==> src/rtl/bpred_pkg.sv <==
// rtl/bpred_pkg.sv - shared constants and counter helper for the branch target buffer
// Counter encodings, field widths and the 2-bit saturating update used by bpred_btb.
package bpred_pkg;

   localparam int PC_W  = 32;
   localparam int CTR_W = 2;

   localparam logic [CTR_W-1:0] CTR_SNT = 2'b00;
   localparam logic [CTR_W-1:0] CTR_WNT = 2'b01;
   localparam logic [CTR_W-1:0] CTR_WT  = 2'b10;
   localparam logic [CTR_W-1:0] CTR_ST  = 2'b11;

   function automatic logic [CTR_W-1:0] ctr_next(input logic [CTR_W-1:0] ctr,
                                                 input logic             taken);
      logic [CTR_W-1:0] n;
      n = ctr;
      if (taken) begin
         if (ctr != CTR_ST) n = ctr + 2'd1;
      end else begin
         if (ctr != CTR_SNT) n = ctr - 2'd1;
      end
      return n;
   endfunction

endpackage

==> src/rtl/bpred_fd_reg.sv <==
// rtl/bpred_fd_reg.sv - fetch-to-decode prediction register
// Async reset, synchronous clear (wins over hold), load enable.
module bpred_fd_reg
   import bpred_pkg::*;
(
   input  logic            clk,
   input  logic            rst_n,
   input  logic            en_i,
   input  logic            clr_i,
   input  logic            hit_i,
   input  logic            pred_taken_i,
   input  logic [PC_W-1:0] pred_pc_i,
   output logic            hit_o,
   output logic            pred_taken_o,
   output logic [PC_W-1:0] pred_pc_o
);

   logic            hit_q, hit_d;
   logic            pred_taken_q, pred_taken_d;
   logic [PC_W-1:0] pred_pc_q, pred_pc_d;

   always_comb begin
      hit_d        = hit_q;
      pred_taken_d = pred_taken_q;
      pred_pc_d    = pred_pc_q;
      if (clr_i) begin
         hit_d        = 1'b0;
         pred_taken_d = 1'b0;
         pred_pc_d    = '0;
      end else if (en_i) begin
         hit_d        = hit_i;
         pred_taken_d = pred_taken_i;
         pred_pc_d    = pred_pc_i;
      end
   end

   always_ff @(posedge clk or negedge rst_n) begin
      if (!rst_n) begin
         hit_q        <= 1'b0;
         pred_taken_q <= 1'b0;
         pred_pc_q    <= '0;
      end else begin
         hit_q        <= hit_d;
         pred_taken_q <= pred_taken_d;
         pred_pc_q    <= pred_pc_d;
      end
   end

   assign hit_o        = hit_q;
   assign pred_taken_o = pred_taken_q;
   assign pred_pc_o    = pred_pc_q;

endmodule

==> src/rtl/bpred_btb.sv <==
// rtl/bpred_btb.sv - direct-mapped BTB with 2-bit counters, lookup in F, resolve/train in D
// Optional statistics counters are built when BPRED_STATS_EN is defined.
module bpred_btb
   import bpred_pkg::*;
#(
   parameter int IDX_W  = 4,
   parameter int TAG_W  = 26,
   parameter int STAT_W = 32
) (
   input  logic            clk,
   input  logic            reset,
   input  logic [PC_W-1:0] PCF,
   output logic            HitF,
   output logic            PredTakenF,
   output logic [PC_W-1:0] PredPCF,
   input  logic            StallD,
   input  logic            FlushD,
   input  logic [PC_W-1:0] PCD,
   input  logic            BranchD,
   input  logic            JumpD,
   input  logic            TakenD,
   input  logic [PC_W-1:0] PCBranchD,
   input  logic [PC_W-1:0] PCJumpD,
   output logic            HitD,
   output logic            PredTakenD,
   output logic            RedirectD,
   output logic [PC_W-1:0] RedirectPCD
`ifdef BPRED_STATS_EN
  ,output logic [STAT_W-1:0] LookupCnt
  ,output logic [STAT_W-1:0] MispredCnt
`endif
);

   localparam int ENTRIES = 2**IDX_W;

   if (IDX_W + TAG_W != 30 || STAT_W < 1) begin : g_bad_cfg
      $error("bpred_btb: IDX_W+TAG_W must equal 30 and STAT_W must be positive");
   end

   logic             valid_q  [ENTRIES];
   logic [TAG_W-1:0] tag_q    [ENTRIES];
   logic [PC_W-1:0]  target_q [ENTRIES];
   logic [CTR_W-1:0] ctr_q    [ENTRIES];
   logic             isjump_q [ENTRIES];

   logic [IDX_W-1:0] idx_f, idx_pcd;
   logic [TAG_W-1:0] tag_f, tag_pcd;
   logic [PC_W-1:0]  pred_pcd, pcd_plus4, act_pc;
   logic             act, act_taken, phantom, tbl_hit_pcd;

   assign idx_f   = PCF[IDX_W+1:2];
   assign tag_f   = PCF[PC_W-1:IDX_W+2];
   assign idx_pcd = PCD[IDX_W+1:2];
   assign tag_pcd = PCD[PC_W-1:IDX_W+2];

   assign HitF       = valid_q[idx_f] && (tag_q[idx_f] == tag_f);
   assign PredTakenF = HitF && (isjump_q[idx_f] || ctr_q[idx_f][1]);
   assign PredPCF    = PredTakenF ? target_q[idx_f] : PCF + 32'd4;

   bpred_fd_reg u_fd_reg (
      .clk          (clk),
      .rst_n        (reset),
      .en_i         (~StallD),
      .clr_i        (FlushD),
      .hit_i        (HitF),
      .pred_taken_i (PredTakenF),
      .pred_pc_i    (PredPCF),
      .hit_o        (HitD),
      .pred_taken_o (PredTakenD),
      .pred_pc_o    (pred_pcd)
   );

   // Training hit is taken from the live table at PCD, not the registered HitD.
   assign tbl_hit_pcd = valid_q[idx_pcd] && (tag_q[idx_pcd] == tag_pcd);
   assign pcd_plus4   = PCD + 32'd4;
   assign act         = (BranchD || JumpD) && !StallD;
   assign act_taken   = JumpD || (BranchD && TakenD);
   assign act_pc      = JumpD ? PCJumpD : (act_taken ? PCBranchD : pcd_plus4);
   assign phantom     = !BranchD && !JumpD && PredTakenD && !StallD;
   assign RedirectD   = (act && (act_pc != pred_pcd)) || phantom;
   assign RedirectPCD = !RedirectD ? '0 : (phantom ? pcd_plus4 : act_pc);

   always_ff @(posedge clk or negedge reset) begin
      if (!reset) begin
         for (int i = 0; i < ENTRIES; i++) valid_q[i] <= 1'b0;
      end else if (!StallD) begin
         if (phantom) valid_q[idx_pcd] <= 1'b0;
         else if (act && (tbl_hit_pcd || act_taken)) valid_q[idx_pcd] <= 1'b1;
      end
   end

   always_ff @(posedge clk) begin
      if (act) begin
         if (tbl_hit_pcd) begin
            ctr_q[idx_pcd]    <= ctr_next(ctr_q[idx_pcd], act_taken);
            isjump_q[idx_pcd] <= JumpD;
            if (act_taken) target_q[idx_pcd] <= act_pc;
         end else if (act_taken) begin
            tag_q[idx_pcd]    <= tag_pcd;
            target_q[idx_pcd] <= act_pc;
            ctr_q[idx_pcd]    <= CTR_WT;
            isjump_q[idx_pcd] <= JumpD;
         end
      end
   end

`ifdef BPRED_STATS_EN
   logic [STAT_W-1:0] lookup_cnt_q, mispred_cnt_q;

   always_ff @(posedge clk or negedge reset) begin
      if (!reset) begin
         lookup_cnt_q  <= '0;
         mispred_cnt_q <= '0;
      end else begin
         lookup_cnt_q  <= lookup_cnt_q + STAT_W'(act);
         mispred_cnt_q <= mispred_cnt_q + STAT_W'(RedirectD);
      end
   end

   assign LookupCnt  = lookup_cnt_q;
   assign MispredCnt = mispred_cnt_q;
`endif

endmodule

==> config.mk <==
export PLATFORM = sky130hd
export DESIGN_NAME = bpred_btb
export DESIGN_NICKNAME = d
export VERILOG_FILES = /design/src/rtl/bpred_pkg.sv /design/src/rtl/bpred_fd_reg.sv /design/src/rtl/bpred_btb.sv
export SDC_FILE = /design/constraint.sdc
export NUM_CORES = 1
export LEC_CHECK = 0
export CORE_ASPECT_RATIO = 0.7
export CORE_MARGIN = 3
export CORE_UTILIZATION = 50
export DETAILED_ROUTE_END_ITERATION = 10
export GPL_TIMING_DRIVEN = 0
export PLACE_DENSITY = 0.65
export SLEW_MARGIN = 10
export SYNTH_ARGS = -nofsm -noshare
export SYNTH_HDL_FRONTEND = slang
export SYNTH_SLANG_ARGS = --single-unit
==> constraint.sdc <==
create_clock -name clk -period 8.3 [get_ports clk]
set_clock_uncertainty 0.15 [all_clocks]
set_input_delay 1.66 -clock clk [delete_from_list [all_inputs] [get_ports clk]]
set_output_delay 1.66 -clock clk [all_outputs]
set_load 0.01 [all_outputs]
### Sequential cells colored by netlist name, run 1

Scale: 1 px per um.
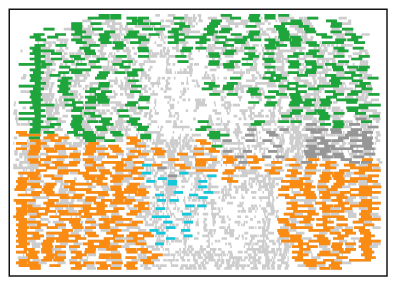
- green: `tag_q` (flops 416)
- orange: `target_q` (flops 512)
- cyan: `u_fd_reg.pred_pc_o` (flops 32; where bottom center)
- not colored: 66
Seq. pwr: 5.83 mW
register area: 30560 um2
final core utilization: 0.6025

### Zoomed window, run 1

Window x 270 to 295, y 186 to 211 um. Cells in gray, sequential cells in the stronger gray; small squares are vias.
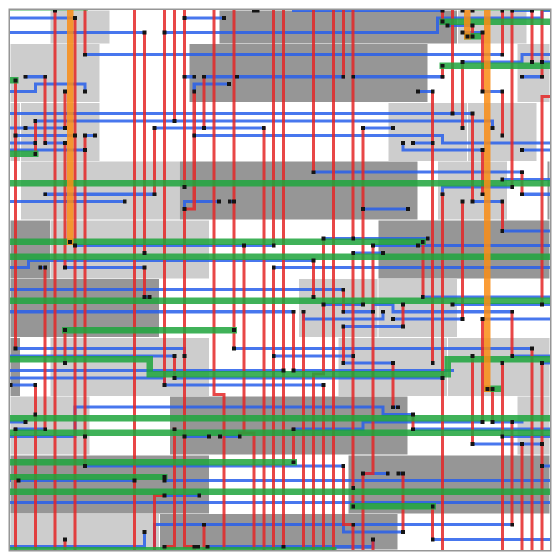
- green: metal 3
- orange: metal 4
- red: metal 2
- blue: metal 1
- netlist names of flops here include: `tag_q` (9)
- cells with their middle in the window: 25
- sequential cells in the window: 9
- most frequent: edfxtp_1 (9), mux2i_1 (5)

### Met1 routing, run 1

Scale: 1 px per um.
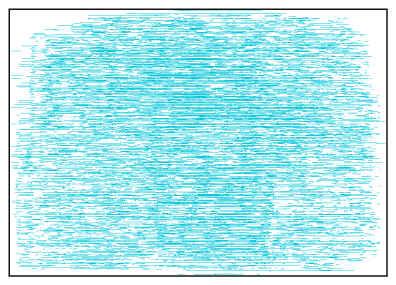
- main direction: horizontal
- wire length on this layer: 74.0 mm
- longest straight run: 160 um

### Routing congestion map, run 1

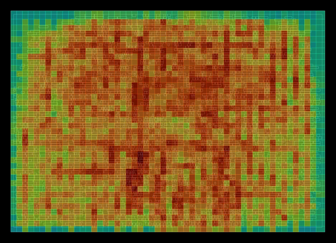
M3 GR Usage: 0.1546
met1 Track Usage GR: 0.5550
wire length per cell: 39.73 um

==> results.ini, run 1 <==
[clocking]
clock_latency_ns = 0.71
cts_resized = 264
cts_buffer_depth = 3
cts_buffers = 96
clk_pin_slew_ns = 0.06
hold_buffers = 0

[synthesis]
synthTopCellsByCount = edfxtp_1, mux4_2, nor2_1
yosys.area_share.xor_xnor = 0.02263
ys_seq_frac = 0.6367
top_area_cell = edfxtp_1

[sta]
finalHoldViolations = 0
slew_viol_final = 1
min_period_ns = 8.431
period_used_share = 1.016
fin_ws_ns = -0.1305
whs_ns = 0.3720
setup_viol = 25

[worst_setup_path]
critical_path_arrival_ns = 8.73
path_max_fanout = 12
worstPathRequired_ns = 8.60

[status]
status = finished with violations
violations = max-capacitance violations, max-slew violations, negative setup slack

[finish]
n_clock_buffer = 112
regMostFlops = target_q
drive_gt1_frac = 0.2410
fin_cells = 4678
nNonClkBuffers = 475
nonClockInverterCount = 36
area_growth_pct = 18.70
clock_area_frac = 0.05424

[min_path]
hold_class = reg -> reg

[detailed_routing]
drtIter0Drc = 5078
drt-total-wl_um = 185800

[floorplan]
core_area_um2 = 94560

[global_routing]
grt_max_degree = 35
grt_pass1_wl_um = 253300

[job]
max_cap_viol_count = 1
warning_count = 30

[placed_design]
hpwl_um = 135400
port_buffers = 192

run 1: power by group:
part           switching [mW]  internal (mW)
Sequential             0.0353           5.79
Combinational           0.923          0.515
Clock                    2.01           2.41
run 1: worst max-delay path, stage by stage:
cell	delay, ns
clkdlybuf4s15_2	0.42
buf_4	0.32
clkdlybuf4s15_1	0.94
clkbuf_1	0.93
mux4_2	0.44
mux2i_1	0.58
xor2_1	0.31
nand2_1	0.12
o32ai_1	0.26
nand3_1	0.41
or3_1	0.47
nand2_1	0.59
buf_2	0.55
nor2_4	0.24
buf_16	0.22
buf_16	0.17
run 1: per-layer routing:
layer | GRT usage | wire, um
met1 | 0.5550 | 73970
met2 | 0.5026 | 75390
met3 | 0.1546 | 29970
met4 | 0.1080 | 6466
met5 | 0 | 41
==> run 2, diff against run 1 <==
Settings changed: PLACE_DENSITY 0.65 to 0.68.
### Met1 routing, run 2

Scale: 1 px per um.
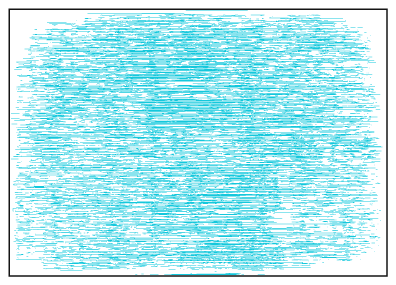
- longest straight run: 145 um
- share of all routed wire: 40%
- main direction: horizontal
Detailed Route WL: 187900 um
met1 Track Usage GR: 0.5643
DR vias: 33040

==> results.ini, run 2 <==
[placed_design]
port_buffers = 192
placed_cells = 4484
hpwl_um = 138100

[worst_setup_path]
path_buffers = 7
critical_path_arrival_ns = 8.75
crit_cells = 16
worstPathRequired_ns = 8.61
cpLargestDelayFamily = buffers and inverters
path_max_fanout = 10
crit_slowest_cell = clkbuf_1
critPathLaunchType = input port

[power_and_ir_drop]
p_sw_mw = 3.029
comb_power_share = 0.122
p_int_mw = 8.726
p_clk_frac = 0.382
power_switching_share = 0.2577

[synthesis]
top_area_cell = edfxtp_1
yosys.area_share.xor_xnor = 0.02263
synthTopCellsByCount = edfxtp_1, mux4_2, nor2_1

[sta]
slew_viol_final = 0
clock.fmax_mhz = 118.5
setup_viol = 60
fin_ws_ns = -0.1365
min_period_ns = 8.436
period_used_share = 1.016
whs_ns = 0.3721

[clocking]
cts_buffer_depth = 3
cts_resized = 206
cts_buffers = 97
clock_latency_ns = 0.74
clk_pin_slew_ns = 0.06

[finish]
fin_util = 0.6046
regMostFlops = target_q
area_growth_pct = 19.11

[min_path]
hold_class = reg -> reg

[detailed_routing]
drtIter0Drc = 6088
dr_wl_met2_um = 75730
post_drt_wl_per_cell_um = 40.00
m1WireLength_um = 74520
wl_met3_um = 31340

[floorplan]
die_w_um = 376.3

[global_routing]
grtUsageMet2 = 0.4978
grt-busiest-layer = met1
grt_max_degree = 51
grt_pass1_wl_um = 254500

[status]
status = finished with violations
violations = negative setup slack

[job]
max_cap_viol_count = 0

==> run 2: area by class of cell <==
| cell class | instances | area [um2] | share of cell area |
|---|---|---|---|
| clock inverter | 62 | 651.9 | 0.01140 |
| clock buffer | 119 | 2530 | 0.04425 |
| antenna | 7 | 17.52 | 0.0003064 |
| buffer | 205 | 1366 | 0.02390 |
| inverter | 36 | 138.9 | 0.002429 |
| timing repair buffer | 284 | 3497 | 0.06117 |
| sequential | 1026 | 30560 | 0.5345 |
| tap | 1248 | 1562 | 0.02731 |
| multi-input combinational | 1710 | 16850 | 0.2947 |
==> run 2: power by group through the flow <==
stage,Combinational (mW),Sequential [mW],Clock [mW]
detailed placement,1.33,5.94,0
finish,1.43,5.83,4.49
global route,1.46,5.83,4.72
floorplan,0.675,5.92,0
global placement,1.27,5.94,0
CTS,1.37,5.83,4.52
Power figures rest on the tool's default switching activity, not on a simulated workload.
